run_1/power_grid.png
Pins as bars on the die edge.
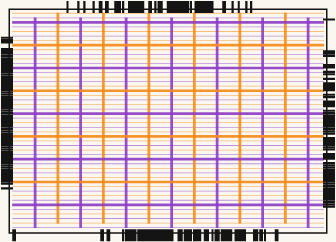
run_1/placement_by_type.png
Bar = 50 um.
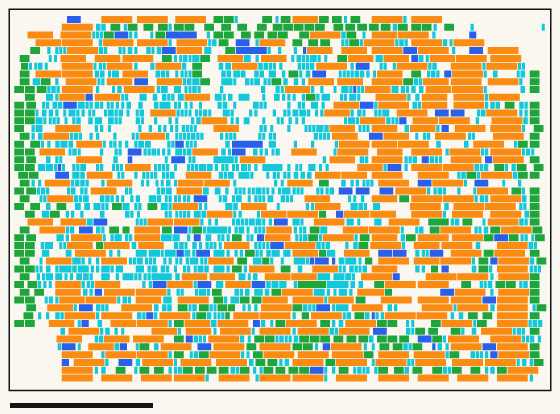
run_1/clk_routes.png
Bar = 50 um.
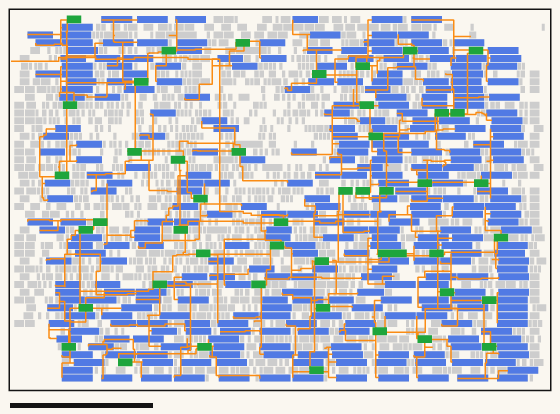
`src/rtl/inst_fetch_pkg.sv`:
```
// inst_fetch_pkg: RV64 widths, base opcodes shared with decode/ImmGen, fetch FSM states
package inst_fetch_pkg;
   localparam int XLEN = 64;
   localparam int INST_W = 32;
   localparam logic [6:0] OP_LOAD = 7'b0000011;
   localparam logic [6:0] OP_IMM = 7'b0010011;
   localparam logic [6:0] OP_AUIPC = 7'b0010111;
   localparam logic [6:0] OP_STORE = 7'b0100011;
   localparam logic [6:0] OP_BRANCH = 7'b1100011;
   localparam logic [6:0] OP_JALR = 7'b1100111;
   localparam logic [6:0] OP_JAL = 7'b1101111;
   typedef logic [1:0] fetch_state_t;
   localparam fetch_state_t FETCH = 2'd0;
   localparam fetch_state_t WAIT = 2'd1;
   localparam fetch_state_t DROP = 2'd2;
endpackage

```
`src/rtl/inst_fetch_buffer.sv`:
```
// inst_fetch_buffer: DEPTH-entry FIFO of fetched {pc, inst} pairs with flush
module inst_fetch_buffer
   import inst_fetch_pkg::*;
#(
   parameter int PC_W = 64,
   parameter int DEPTH = 2
)(
   input  logic                   clk,
   input  logic                   rst_n,
   input  logic                   push_i,
   input  logic [PC_W-1:0]        pc_i,
   input  logic [INST_W-1:0]      inst_i,
   input  logic                   pop_i,
   input  logic                   flush_i,
   output logic [PC_W-1:0]        pc_o,
   output logic [INST_W-1:0]      inst_o,
   output logic [$clog2(DEPTH):0] count_o,
   output logic                   empty_o,
   output logic                   full_o
);
   localparam int AW = $clog2(DEPTH);
   logic [PC_W-1:0] pc_q [DEPTH];
   logic [INST_W-1:0] inst_q [DEPTH];
   logic [AW-1:0] rd_q, wr_q;
   logic [AW:0] count_q;
   assign empty_o = count_q == '0;
   assign full_o = count_q == (AW+1)'(DEPTH);
   assign count_o = count_q;
   assign pc_o = pc_q[rd_q];
   assign inst_o = inst_q[rd_q];
   always_ff @(posedge clk or negedge rst_n) begin
      if (!rst_n) begin
         rd_q <= '0;
         wr_q <= '0;
         count_q <= '0;
      end else if (flush_i) begin
         rd_q <= '0;
         wr_q <= '0;
         count_q <= '0;
      end else begin
         rd_q <= rd_q + AW'(pop_i);
         wr_q <= wr_q + AW'(push_i);
         count_q <= count_q + (AW+1)'(push_i) - (AW+1)'(pop_i);
      end
   end
   always_ff @(posedge clk) begin
      if (push_i && !flush_i) begin
         pc_q[wr_q] <= pc_i;
         inst_q[wr_q] <= inst_i;
      end
   end
endmodule

```
`src/rtl/inst_fetch.sv`:
```
// inst_fetch: owns the PC, issues one-outstanding imem reads and buffers words for decode
module inst_fetch #(
   parameter int XLEN = inst_fetch_pkg::XLEN,
   parameter logic [XLEN-1:0] RESET_PC = '0,
   parameter int BUF_DEPTH = 2
)(
   input  logic            clk,
   input  logic            rst_n,
   output logic            imem_req,
   output logic [XLEN-1:0] imem_addr,
   input  logic            imem_rvalid,
   input  logic [31:0]     imem_rdata,
   input  logic            redirect_valid,
   input  logic [XLEN-1:0] redirect_pc,
   output logic            inst_valid,
   output logic [31:0]     inst,
   output logic [XLEN-1:0] inst_pc,
   input  logic            inst_ready
);
   import inst_fetch_pkg::*;
   localparam int CW = $clog2(BUF_DEPTH) + 1;
   fetch_state_t state_q, state_d;
   logic [XLEN-1:0] pc_q, pc_d, tag_q, tag_d, buf_pc;
   logic [INST_W-1:0] buf_inst;
   logic [CW-1:0] buf_count;
   logic buf_empty, buf_full, busy, push, pop;
   assign busy = state_q != FETCH;
   // outstanding is implied by busy, so gating on count alone keeps count+outstanding <= depth
   assign imem_req = rst_n && !busy && !redirect_valid && (32'(buf_count) < BUF_DEPTH);
   assign imem_addr = imem_req ? pc_q : '0;
   assign push = state_q == WAIT && imem_rvalid && !redirect_valid && !buf_full;
   assign inst_valid = !buf_empty;
   assign pop = inst_valid && inst_ready && !redirect_valid;
   assign inst = inst_valid ? buf_inst : '0;
   assign inst_pc = inst_valid ? buf_pc : '0;
   always_comb begin
      pc_d = redirect_valid ? (redirect_pc & ~XLEN'(3)) : imem_req ? pc_q + XLEN'(4) : pc_q;
      tag_d = imem_req ? pc_q : tag_q;
      state_d = redirect_valid ? ((busy && !imem_rvalid) ? DROP : FETCH)
              : imem_req ? WAIT : (busy && imem_rvalid) ? FETCH : state_q;
   end
   always_ff @(posedge clk or negedge rst_n) begin
      if (!rst_n) begin
         state_q <= FETCH;
         pc_q <= RESET_PC;
         tag_q <= '0;
      end else begin
         state_q <= state_d;
         pc_q <= pc_d;
         tag_q <= tag_d;
      end
   end
   inst_fetch_buffer #(.PC_W(XLEN), .DEPTH(BUF_DEPTH)) u_buf (
      .clk(clk),
      .rst_n(rst_n),
      .push_i(push),
      .pc_i(tag_q),
      .inst_i(imem_rdata),
      .pop_i(pop),
      .flush_i(redirect_valid),
      .pc_o(buf_pc),
      .inst_o(buf_inst),
      .count_o(buf_count),
      .empty_o(buf_empty),
      .full_o(buf_full)
   );
endmodule

```
`config.mk`:
```
export PLATFORM = sky130hd
export DESIGN_NAME = inst_fetch
export DESIGN_NICKNAME = d
export VERILOG_FILES = /design/src/rtl/inst_fetch_pkg.sv /design/src/rtl/inst_fetch_buffer.sv /design/src/rtl/inst_fetch.sv
export SDC_FILE = /design/constraint.sdc
export NUM_CORES = 1
export LEC_CHECK = 0
export ABC_AREA = 1
export CAP_MARGIN = 20
export CORE_ASPECT_RATIO = 0.7
export CORE_MARGIN = 1
export CORE_UTILIZATION = 59
export CTS_BUF_LIST = sky130_fd_sc_hd__clkbuf_2 sky130_fd_sc_hd__clkbuf_4 sky130_fd_sc_hd__clkbuf_8
export DETAILED_ROUTE_END_ITERATION = 10
export PLACE_DENSITY = 0.89
export SETUP_SLACK_MARGIN = 0.3
export SKIP_CTS_REPAIR_TIMING = 1
export SYNTH_ARGS = -nofsm -noshare
export SYNTH_HDL_FRONTEND = slang
export SYNTH_SLANG_ARGS = --single-unit
```
`constraint.sdc`:
```
create_clock -name clk -period 8 [get_ports clk]
set_input_delay 0.8 -clock clk [delete_from_list [all_inputs] [get_ports clk]]
set_output_delay 0.8 -clock clk [all_outputs]
set_load 0.01 [all_outputs]
```
==> impl_metrics.py, run 1 <==
# Synthesis and PnR figures
metrics = {
    "yosys": {
        "ys_seq_elements": 318,
        "yosysTopAreaCell": "edfxtp_1",
        "synthTopCellsByArea": "edfxtp_1 (39%), dfrtp_1 (23%), nand2_1 (11%), nor2_1 (5.9%), a21oi_1 (3.6%)",
        "synthTopCellsByCount": "nand2_1 (428), nor2_1 (224), edfxtp_1 (188)",
        "synth_cell_types": 39,
        "ys_chip_area_mm2": 0.0144,
        "synthCells": 1515,
    },
    "run_status": {
        "status": "complete, no violations",
    },
    "worst_setup_path": {
        "path_cells": "buf_2 > buf_4 > inv_2 > nand4_4 > inv_2 > buf_4 > clkdlybuf4s50_1",
        "crit_family": "buffers and inverters",
        "startpoint_type": "input port",
    },
    "worst_hold_path": {
        "hp-class": "in -> async",
    },
    "floorplanning": {
        "die_height_um": 132,
        "die_w_um": 188,
        "rows": 47,
        "fp_util_pct": 60.4,
    },
    "finish": {
        "diodes": 0,
    },
    "detailed_routing": {
        "route.detailed.drc": 0,
        "dr.pass1.iters": 6,
        "antenna_left": 0,
        "via_per_inst": 5.70,
        "drt_iter0_markers": 1375,
    },
    "timing": {
        "finalHoldViolations": 0,
        "finalSetupTns_ns": 0,
        "fin_ws_ns": 3.06,
        "fin_crit_ns": 4.94,
        "period_used_pct": 61.8,
        "whs_ns": 0.0895,
    },
    "grt": {
        "use_met1_pct": 49.1,
        "grt_pass1_wl_um": 64000,
    },
    "cts": {
        "clk_latency_ns": 0.56,
        "cts_tree": "done",
        "cts_htree_levels": 2,
        "cts_num_sinks": 318,
        "cts_buffers": 47,
        "cts_root_buffer": "clkbuf_8",
    },
    "placement": {
        "hpwlAfterDp_um": 28600,
        "placed_area_mm2": 0.0171,
        "port_buffers": 256,
    },
}
About power_grid.png:
| net | colour |
|---|---|
| VDD | orange |
| VSS | purple |
signal pins: 263
met1 rails: 48
met4 straps: 13
met5 straps: 9
rows: 47

About placement_by_type.png:
| class | colour | cells | share of their area |
|---|---|---|---|
| clock drivers and dummy loads | blue | 86 | 5.6% |
| remaining buffers and delay cells | green | 268 | 15% |
| combinational and other logic | cyan | 1130 | 29% |
| sequential cells | orange | 318 | 50% |

About clk_routes.png:
[clock wires] orange | length: 3730 um
[flip-flops] blue | count: 318
[clock drivers] green | count: 47
flops lie: spread over the die
routed clock nets: 48

==> run 1: report_power, final <==
group | internal, W | switching [W] | total [W]
clock | 0.000782 | 0.000608 | 0.00139
sequential | 0.00194 | 0.000155 | 0.00209
combinational | 0.000256 | 0.000369 | 0.000625
==> run 1: flip-flops by register name, indices dropped and copies added (netlist names) <==
| name | cells |
|---|---|
| u_buf.pc_q | 124 |
| u_buf.inst_q | 64 |
| pc_q | 62 |
| tag_q | 62 |
| state_q | 2 |
| u_buf.count_o | 2 |
| u_buf.rd_q | 1 |
| u_buf.wr_q | 1 |
==> run 1: area by class of cell <==
class	instances	area, um^2
Multi-Input combinational cell	1026	4780
Timing Repair Buffer	268	2680
Clock buffer	73	861
Inverter	104	390
Clock inverter	13	139
Sequential cell	318	8900
Fill cell	1654	5610
Tap cell	318	398
==> run 1: path summary, 6_finish.rpt <==
path	from	endpoint	slack, ns	cells past startpoint
worst min register to register	tag_q[30]	u_buf.pc_q[0][30]	0.47	0
max in group asynchronous	rst_n	u_buf.rd_q	6.66	2
min in group clk	tag_q[30]	u_buf.pc_q[0][30]	0.47	0
worst max-delay path	redirect_valid	imem_req	3.06	7
worst max register to register	state_q[0]	pc_q[31]	4.98	6
worst min-delay path	rst_n	pc_q[41]	0.09	1
==> run 1: per-layer routing <==
layer / vias to the layer above / part of all wire, %
met1: 5725 / 41
met5: - / 0
met2: 725 / 45
met3: 88 / 12
li1: 5553 / -
met4: 0 / 2.1
==> run 1: cell families after synthesis <==
| logic type | synth area share, % |
|---|---|
| xor+xnor | 0.610 |
| buf+inv | 4.93 |
| other cells | 0.0261 |
| flops | 62.0 |
| simple gates | 23.3 |
| fa+ha+maj | 0.262 |
| compound gates | 8.91 |
run_1/clocks.png
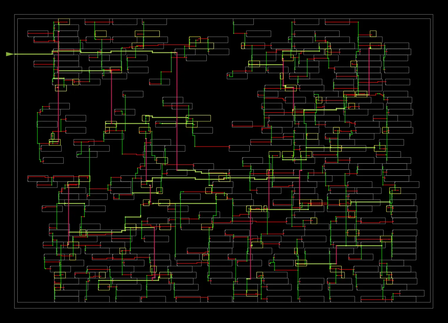

==> run 2: changes to the inputs <==
Settings changed: CORE_UTILIZATION 59 to 54, PLACE_DENSITY 0.89 to 0.82.
Clock period 8 ns to 4.85 ns, I/O delays scaled along.
run_2/clocks.png
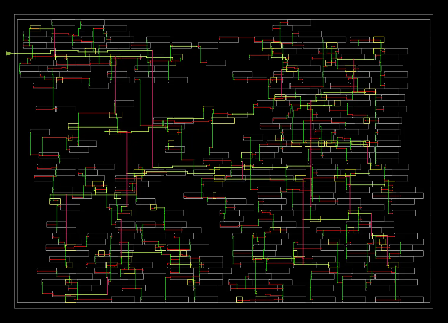
cts bufs inserted: 47
number of clock buffers in the layout: 78
Clock Sinks: 318

==> run 2 against run 1 <==
- cell area grew 0.39%
- via count fell by 2.0%
- clock skew shrank 0.0099 ns
- non-clock buffer count rose by 2
- combinational power grew 65%
- clock-buffer cell count rose by 5
- sequential cell count unchanged
- clock power grew 66%
- first-iteration DRC count shrank 21%
==> impl_metrics.py, run 2 <==
# Synthesis and PnR figures
metrics = {
    "finish": {
        "stdcell_area_mm2": 0.0182,
        "layout.nets": 1871,
        "top_regs": "u_buf.pc_q: 124 flops, u_buf.inst_q: 64 flops",
        "largest_reg_flops": 124,
        "stdcell_count": 2162,
        "layout_top_cell": "nand2_1",
        "diodes": 0,
        "final_cell_mix": "nand2_1 (428), clkdlybuf4s50_1 (254), nor2_1 (221), edfxtp_1 (188), dfrtp_1 (129)",
        "post-route-util_pct": 70.4,
        "regMostFlops": "u_buf.pc_q",
    },
    "timing": {
        "fmax_ghz": 0.252,
        "fin_ws_ns": 0.876,
        "finalMaxSlewViolations": 0,
        "finalHoldViolations": 0,
        "finalSetupViolCount": 0,
        "max_slew_margin_pct": 27.5,
        "fin_crit_ns": 3.97,
        "period_used_pct": 81.9,
    },
    "floorplanning": {
        "io_pins": 263,
        "die_height_um": 138,
        "chipArea_mm2": 0.0272,
        "rows": 49,
        "fp_util_pct": 55.5,
        "die_w_um": 197,
    },
    "pwr": {
        "comb_power_share_pct": 15.1,
        "intPower_w": 0.00488,
        "power_w": 0.00679,
        "power.share.switching_pct": 28.1,
        "power_frac_seq_pct": 50.9,
        "clock_power_share_pct": 34.0,
        "power_density_mw_per_mm2": 373,
        "p_sw_w": 0.00191,
    },
    "worst_setup_path": {
        "reg2regPathDepth": 7,
        "crit_arrival_ns": 3.49,
        "critPathMaxFanout": 43,
        "startpoint_type": "input port",
        "setup.worst_path.class": "in -> out",
    },
    "yosys": {
        "yosysTopAreaCell": "edfxtp_1",
        "synth_cell_types": 39,
        "most_common_cell": "nand2_1",
        "synthAdderAreaFrac_pct": 0.262,
        "yosys.area_share.aoi_pct": 8.91,
        "synthArstFlopShare_pct": 40.9,
        "simple_gate_share_pct": 23.3,
        "ys_sh_mux_pct": 0,
        "yosys_warnings": 0,
        "ys_seq_elements": 318,
        "synthCells": 1515,
        "synthTopCellsByArea": "edfxtp_1 (39%), dfrtp_1 (23%), nand2_1 (11%), nor2_1 (5.9%), a21oi_1 (3.6%)",
        "synth_top_flop_cell": "edfxtp_1",
        "logic_family": "simple AND/OR/NAND/NOR gates",
        "ys_sh_xor_pct": 0.610,
        "postSynthAreaPerCell_um2": 9.47,
        "ys_chip_area_mm2": 0.0144,
        "synthTopCellsByCount": "nand2_1 (428), nor2_1 (224), edfxtp_1 (188)",
    },
    "job": {
        "maxCapViolations": 0,
        "tool_warnings": 31,
    },
    "placement": {
        "placed_area_mm2": 0.0172,
        "place_worst_setup_slack_ns": 1.51,
        "post-place-cells": 2074,
        "gp_congestion": 0.943,
        "hpwlAfterDp_um": 28900,
        "port_buffers": 256,
    },
    "cts": {
        "cts.path.max_buffers": 3,
        "cts_htree_levels": 2,
        "cts_tree": "done",
        "cts_root_buffer": "clkbuf_8",
        "clk_latency_ns": 0.59,
    },
    "worst_hold_path": {
        "hp-class": "in -> reg",
        "hold_depth": 4,
    },
    "detailed_routing": {
        "dr.pass1.iters": 6,
        "antenna_left": 0,
        "drt_iter0_markers": 1084,
        "route.detailed.drc": 0,
        "dr_wl_met3_um": 4660,
        "drt_wl_total_um": 42000,
        "routed.top_layer": "met5",
        "via_per_inst": 5.48,
        "wl_met2_um": 18000,
        "routedWlPerCell_um": 19.4,
        "wl_met1_um": 18400,
    },
    "grt": {
        "grt_pass1_wl_um": 64000,
        "antenna_found_initial": 1,
        "grt_pass1_vias": 11300,
        "grt-ovfl-total": 0,
        "use_met1_pct": 47.4,
        "grt_util_met2_pct": 43.0,
    },
    "run_status": {
        "status": "complete, no violations",
    },
}
==> run 2: cell counts after synthesis <==
Identical to the previous run, type by type.
==> run 2: power groups by stage <==
stage	clock, W	sequential [W]	combinational, W
after CTS	0.00233	0.00344	0.00103
after global routing	0.00245	0.00348	0.00113
after floorplan	0	0.00339	0.000567
final	0.00231	0.00345	0.00103
after global placement	0	0.00347	0.000989
after detailed placement	0	0.00349	0.00102
==> run 2: cells by family (layout without fill, tap and decap cells) <==
kind of cell	Yosys count	after routing
AOI/OAI and AO/OA	221	221
xor gates and xnor gates	10	10
adders and majority gates	3	3
buffers and inverters	174	461
DFF	318	318
other	1	4
and+or+nand+nor	788	788
==> run 2: area by class of cell <==
cell class	instances	area, um^2
flip-flops and latches	318	8900
multi-input cells	1026	4780
repair buffers	270	2690
fillers	1971	7660
clock inverters	9	87.6
inverters	104	390
clock buffers	78	923
well taps	357	447
==> run 2: through the flow <==
| stage | hold WS, ns | TNS [ns] |
|---|---|---|
| after global placement | 0.450 | 0 |
| after CTS | -0.138 | 0 |
| after global routing | 0.192 | 0 |
| final | 0.204 | 0 |
| after detailed placement | 0.456 | 0 |
| after floorplan | 0.189 | -78.52 |
==> run 2: final timing paths <==
| kind | startpoint | end | slack, ns |
|---|---|---|---|
| max | rst_n | imem_addr[53] | 0.88 |
| min | redirect_valid | u_buf.rd_q | 0.20 |
| max reg2reg | u_buf.count_o[1] | pc_q[46] | 1.95 |
| min reg2reg | tag_q[18] | u_buf.pc_q[0][18] | 0.47 |
| max in group asynchronous | rst_n | pc_q[36] | 3.29 |
| min in group asynchronous | rst_n | pc_q[62] | 0.40 |
==> run 2: critical path: stages <==
cell and delay, ns:
dlygate4sd3_1 0.52, buf_4 0.42, nand4_4 0.18, inv_2 0.69
nand2_1 0.38, inv_1 0.19, clkdlybuf4s50_1 0.55
Power and IR drop assume default switching activity.
